### Congestion heat map

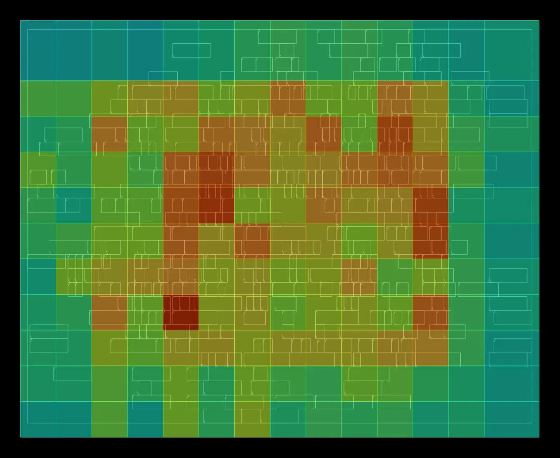
### Placed cells, one colour a class

Bar = 20 um.
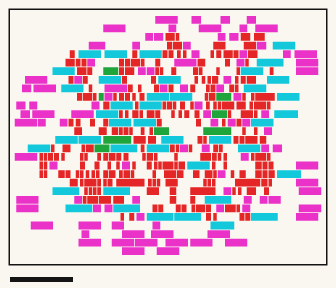
[src/rtl/imem_loader_if.sv]
// Boot-stream and instruction-memory write bundle for the program loader.
// The loader takes the slave view; the stream source / memory side takes the master view.
interface imem_loader_if #(
  parameter int ADDR_W = 10
);
  logic              in_valid;
  logic [7:0]        in_data;
  logic              in_ready;
  logic              imem_we;
  logic [ADDR_W-1:0] imem_addr;
  logic [7:0]        imem_wdata;

  modport slave (
    input  in_valid,
    input  in_data,
    output in_ready,
    output imem_we,
    output imem_addr,
    output imem_wdata
  );

  modport master (
    output in_valid,
    output in_data,
    input  in_ready,
    input  imem_we,
    input  imem_addr,
    input  imem_wdata
  );
endinterface

[src/rtl/imem_loader.sv]
// Boot-time loader: parses a LEN_LO/LEN_HI/payload/XOR-checksum frame, writes the payload
// into instruction memory from address 0 and releases the processor reset on a good checksum.
module imem_loader #(
  parameter int IMEM_BYTES = 1024,
  parameter int ADDR_W     = 10
) (
  input  logic              clk,
  input  logic              reset,
  imem_loader_if.slave      bus,
  output logic              cpu_reset,
  output logic              load_done,
  output logic              load_error,
  output logic [ADDR_W:0]   bytes_loaded
);

  localparam logic [2:0] S_LEN_LO = 3'd0;
  localparam logic [2:0] S_LEN_HI = 3'd1;
  localparam logic [2:0] S_DATA   = 3'd2;
  localparam logic [2:0] S_CHECK  = 3'd3;
  localparam logic [2:0] S_DONE   = 3'd4;
  localparam logic [2:0] S_ERROR  = 3'd5;

  localparam logic [15:0] CAP_LEN = 16'(IMEM_BYTES);

  logic [2:0]      state_q, state_d;
  logic [15:0]     len_q, len_d;
  logic [ADDR_W:0] ptr_q, ptr_d;
  logic [7:0]      xor_q, xor_d;
  logic            cpu_reset_q, load_done_q, load_error_q;

  logic            in_ready_s;
  logic            accept_s;
  logic            last_s;
  logic [ADDR_W:0] ptr_inc_s;

  // Where a frame goes once its full 16-bit length is known.
  function automatic logic [2:0] len_next_state(input logic [15:0] len);
    if (len > CAP_LEN) begin
      return S_ERROR;
    end else if (len == 16'd0) begin
      return S_CHECK;
    end else begin
      return S_DATA;
    end
  endfunction

  // Handshake: ready in every non-terminal state; reset suppresses any transfer.
  always_comb begin
    case (state_q)
      S_LEN_LO, S_LEN_HI, S_DATA, S_CHECK: in_ready_s = 1'b1;
      default:                             in_ready_s = 1'b0;
    endcase
    accept_s  = bus.in_valid && in_ready_s && !reset;
    ptr_inc_s = ptr_q + {{ADDR_W{1'b0}}, 1'b1};
    last_s    = ({{(15-ADDR_W){1'b0}}, ptr_inc_s} == len_q);
  end

  // Frame parser next-state, pointer and checksum accumulator.
  always_comb begin
    state_d = state_q;
    len_d   = len_q;
    ptr_d   = ptr_q;
    xor_d   = xor_q;
    case (state_q)
      S_LEN_LO: begin
        if (accept_s) begin
          len_d   = {len_q[15:8], bus.in_data};
          state_d = S_LEN_HI;
        end else begin
          state_d = S_LEN_LO;
        end
      end
      S_LEN_HI: begin
        if (accept_s) begin
          len_d   = {bus.in_data, len_q[7:0]};
          state_d = len_next_state({bus.in_data, len_q[7:0]});
        end else begin
          state_d = S_LEN_HI;
        end
      end
      S_DATA: begin
        if (accept_s) begin
          xor_d   = xor_q ^ bus.in_data;
          ptr_d   = ptr_inc_s;
          state_d = last_s ? S_CHECK : S_DATA;
        end else begin
          state_d = S_DATA;
        end
      end
      S_CHECK: begin
        if (accept_s) begin
          state_d = (bus.in_data == xor_q) ? S_DONE : S_ERROR;
        end else begin
          state_d = S_CHECK;
        end
      end
      S_DONE:  state_d = S_DONE;
      S_ERROR: state_d = S_ERROR;
      default: state_d = S_ERROR;
    endcase
  end

  // Parser state and registered status; status follows the state being entered.
  always_ff @(posedge clk) begin
    if (reset) begin
      state_q      <= S_LEN_LO;
      len_q        <= 16'd0;
      ptr_q        <= '0;
      xor_q        <= 8'd0;
      cpu_reset_q  <= 1'b1;
      load_done_q  <= 1'b0;
      load_error_q <= 1'b0;
    end else begin
      state_q      <= state_d;
      len_q        <= len_d;
      ptr_q        <= ptr_d;
      xor_q        <= xor_d;
      cpu_reset_q  <= (state_d != S_DONE);
      load_done_q  <= (state_d == S_DONE);
      load_error_q <= (state_d == S_ERROR);
    end
  end

  // Zero-latency write path: the byte lands on the edge that accepts it.
  always_comb begin
    bus.in_ready   = in_ready_s;
    bus.imem_we    = accept_s && (state_q == S_DATA);
    bus.imem_addr  = ptr_q[ADDR_W-1:0];
    bus.imem_wdata = bus.in_data;
  end

  assign cpu_reset    = cpu_reset_q;
  assign load_done    = load_done_q;
  assign load_error   = load_error_q;
  assign bytes_loaded = ptr_q;

endmodule

[src/flat_wrapper.sv]
// flat-port wrapper written by rule: the top's interface ports become plain ports
module imem_loader_flat 
#(
  parameter int IMEM_BYTES = 1024,
  parameter int ADDR_W     = 10
)
  (clk, reset, cpu_reset, load_done, load_error, bytes_loaded, bus_in_valid, bus_in_data, bus_in_ready, bus_imem_we, bus_imem_addr, bus_imem_wdata);
  imem_loader_if #(.ADDR_W(ADDR_W)) bus_i ();
  input  logic clk;
  input  logic reset;
  output logic cpu_reset;
  output logic load_done;
  output logic load_error;
  output logic [ADDR_W:0] bytes_loaded;
  input wire logic [$bits(bus_i.in_valid)-1:0] bus_in_valid;
  input wire logic [$bits(bus_i.in_data)-1:0] bus_in_data;
  output wire logic [$bits(bus_i.in_ready)-1:0] bus_in_ready;
  output wire logic [$bits(bus_i.imem_we)-1:0] bus_imem_we;
  output wire logic [$bits(bus_i.imem_addr)-1:0] bus_imem_addr;
  output wire logic [$bits(bus_i.imem_wdata)-1:0] bus_imem_wdata;
  assign bus_i.in_valid = bus_in_valid;
  assign bus_i.in_data = bus_in_data;
  assign bus_in_ready = bus_i.in_ready;
  assign bus_imem_we = bus_i.imem_we;
  assign bus_imem_addr = bus_i.imem_addr;
  assign bus_imem_wdata = bus_i.imem_wdata;
  imem_loader #(.IMEM_BYTES(IMEM_BYTES), .ADDR_W(ADDR_W)) u_core (.clk(clk), .reset(reset), .bus(bus_i), .cpu_reset(cpu_reset), .load_done(load_done), .load_error(load_error), .bytes_loaded(bytes_loaded));
endmodule
[config.mk]
export PLATFORM = sky130hd
export DESIGN_NAME = imem_loader_flat
export DESIGN_NICKNAME = d
export VERILOG_FILES = /design/src/rtl/imem_loader_if.sv /design/src/rtl/imem_loader.sv /design/src/flat_wrapper.sv
export SDC_FILE = /design/constraint.sdc
export NUM_CORES = 1
export LEC_CHECK = 0
export ABC_AREA = 1
export CAP_MARGIN = 20
export CORE_ASPECT_RATIO = 0.8
export CORE_UTILIZATION = 30
export DETAILED_ROUTE_END_ITERATION = 12
export PLACE_DENSITY = 0.56
export SETUP_SLACK_MARGIN = 0.05
export SLEW_MARGIN = 15
export SYNTH_ARGS = -nofsm -noshare
export SYNTH_HDL_FRONTEND = slang
export SYNTH_SLANG_ARGS = --single-unit
[constraint.sdc]
create_clock -name clk -period 1.55 [get_ports clk]
set_input_delay 0.3875 -clock clk [delete_from_list [all_inputs] [get_ports clk]]
set_output_delay 0.3875 -clock clk [all_outputs]
set_load 0.1 [all_outputs]
==> reports/metrics.yaml <==
yosysChipArea_um2: 2320
std_cell_rows: 28
num-nets-final: 413
fin_tns_setup_ns: -0.282
finalHoldViolCount: 0
cts_resized: 22
p_clk_mw: 0.915
synthCells: 322
comb_cell_power_mw: 0.455
instances_no_fill: 507
warnings: 29
seq_cells: 41
p_sw_frac: 0.286
lay_top_cells: "nand2_1, buf_4, buf_12"
yosys_cells: 322
cts_sinks: 41
max_flop_register: "u_core.len_q"
seq_power_mw: 1.08
endpoint_kind: "primary output"
ys_async_sr_fraction: 0
peakVddDrop_mv: 0.501
outcome: "finished, violations left"
r2r_slack_ns: -0.06
worstSetupStartpointType: "register"
relSlewSlack: 0.808
via_count: 2270
adder_share: 0.00540
highest_layer: "met4"
finClkSkew_ns: 0.00757
grt_max_degree: 26
crit_path_cell_trace: "buf_4 -> nor2_4 -> nand2_4 -> inv_4 -> buf_12"
nNonClkInverters: 38
grt_util_met3: 0.0348
synth_area_um2: 2320
edf_count: 0
routed_wl_mm: 6.33
syn_nets: 334
topCellsByArea: "dfxtp_1, nand2_1, nand3_1"
ys_types: 32
post_cts_buffers: 4
layout_top_cell: "nand2_1"
viasPerCell: 4.48
hold_path_depth: 2
crit_arrival_ns: 1.30
io_pins: 45
antennaDiodeCount: 0
hpwl_mm: 4.77
fp-utilization: 0.312
grt_pass1_wl_mm: 9.96
p_switching_mw: 0.701
synth_warnings: 0
grt_pass1_vias: 2052
worst_path_largest_cell_delay_ns: 0.38
grt_overflow: 0
cts_buffers: 5
seq_share: 0.231
flop_area_um2: 862
p_seq_frac: 0.441
worst-endpoint-required_ns: 1.16
fmax_mhz: 592
power-top-group: "sequential cells"
rsz0062_at_grt: "yes"
slew_viol_final: 0
violations: "setup timing"
clock_buffers: 7
cap_violations: 0
portBuffers: 44
startpoint: "u_core.state_q[2]$_SDFF_PP0_"
worstReg2RegEnd: "u_core.load_done$_SDFF_PP0_"
compound_area_frac: 0.142
dp_slack_ns: -0.493
cp_num_cells: 5
avgSynthCellArea_um2: 7.20
mux_share: 0
wl_met1_mm: 3.25
pwr-share-clk: 0.373
die_y_um: 80.6
finalClockPeriodUsage: 1.09
ff_type: "dfxtp_1"
n_tap_cell: 105
drc: 0
cts_tree: "done"
buffer_area_frac: 0.322
largest_reg_flops: 16
slowest_stage: "dfxtp_4"
setup_viol: 5
critPathMaxFanout: 4
antenna_found_initial: 0
h-tree-depth: 2
design_area_um2: 3730
clock_area_frac: 0.0332
place_congestion: 0.807
timing.rr.start: "u_core.bytes_loaded[0]$_SDFFE_PP0P_"
setup_ws_ns: -0.139
internal_power_mw: 1.75
numSynthFlops: 41
period_needed_ns: 1.69
worst-path-buf-inv: 3
logic_family: "simple AND/OR/NAND/NOR gates"
clockBufferDepth: 2
first_pass_iters: 4
rr_worst_depth: 12
drive_above_1_share: 0.383
hold_buffers: 0
p_per_area_nw_per_um2: 657
die_area_um2: 8090
simple_gate_area_frac: 0.305
most_common_cell: "nand2_1"
drt-initial-drc-count: 101
grt_use_met2: 0.244
min_from: "u_core.len_q[9]$_SDFFE_PP0P_"
wl_met2_mm: 2.79
Notes on 'Congestion heat map' above:
gr busiest metal: met2
Layout Utilization: 0.503
total track usage: 0.162
grt met1 use: 0.233
WL per Instance: 12.5 um

Notes on 'Placed cells, one colour a class' above:
class	colour	cells	share of their area
sequential cells	cyan	41	24%
remaining logic cells	red	255	39%
remaining buffers and delay cells	magenta	98	33%
clock drivers and dummy loads	green	8	3.4%

Power figures rest on the tool's default switching activity, not on a simulated workload.
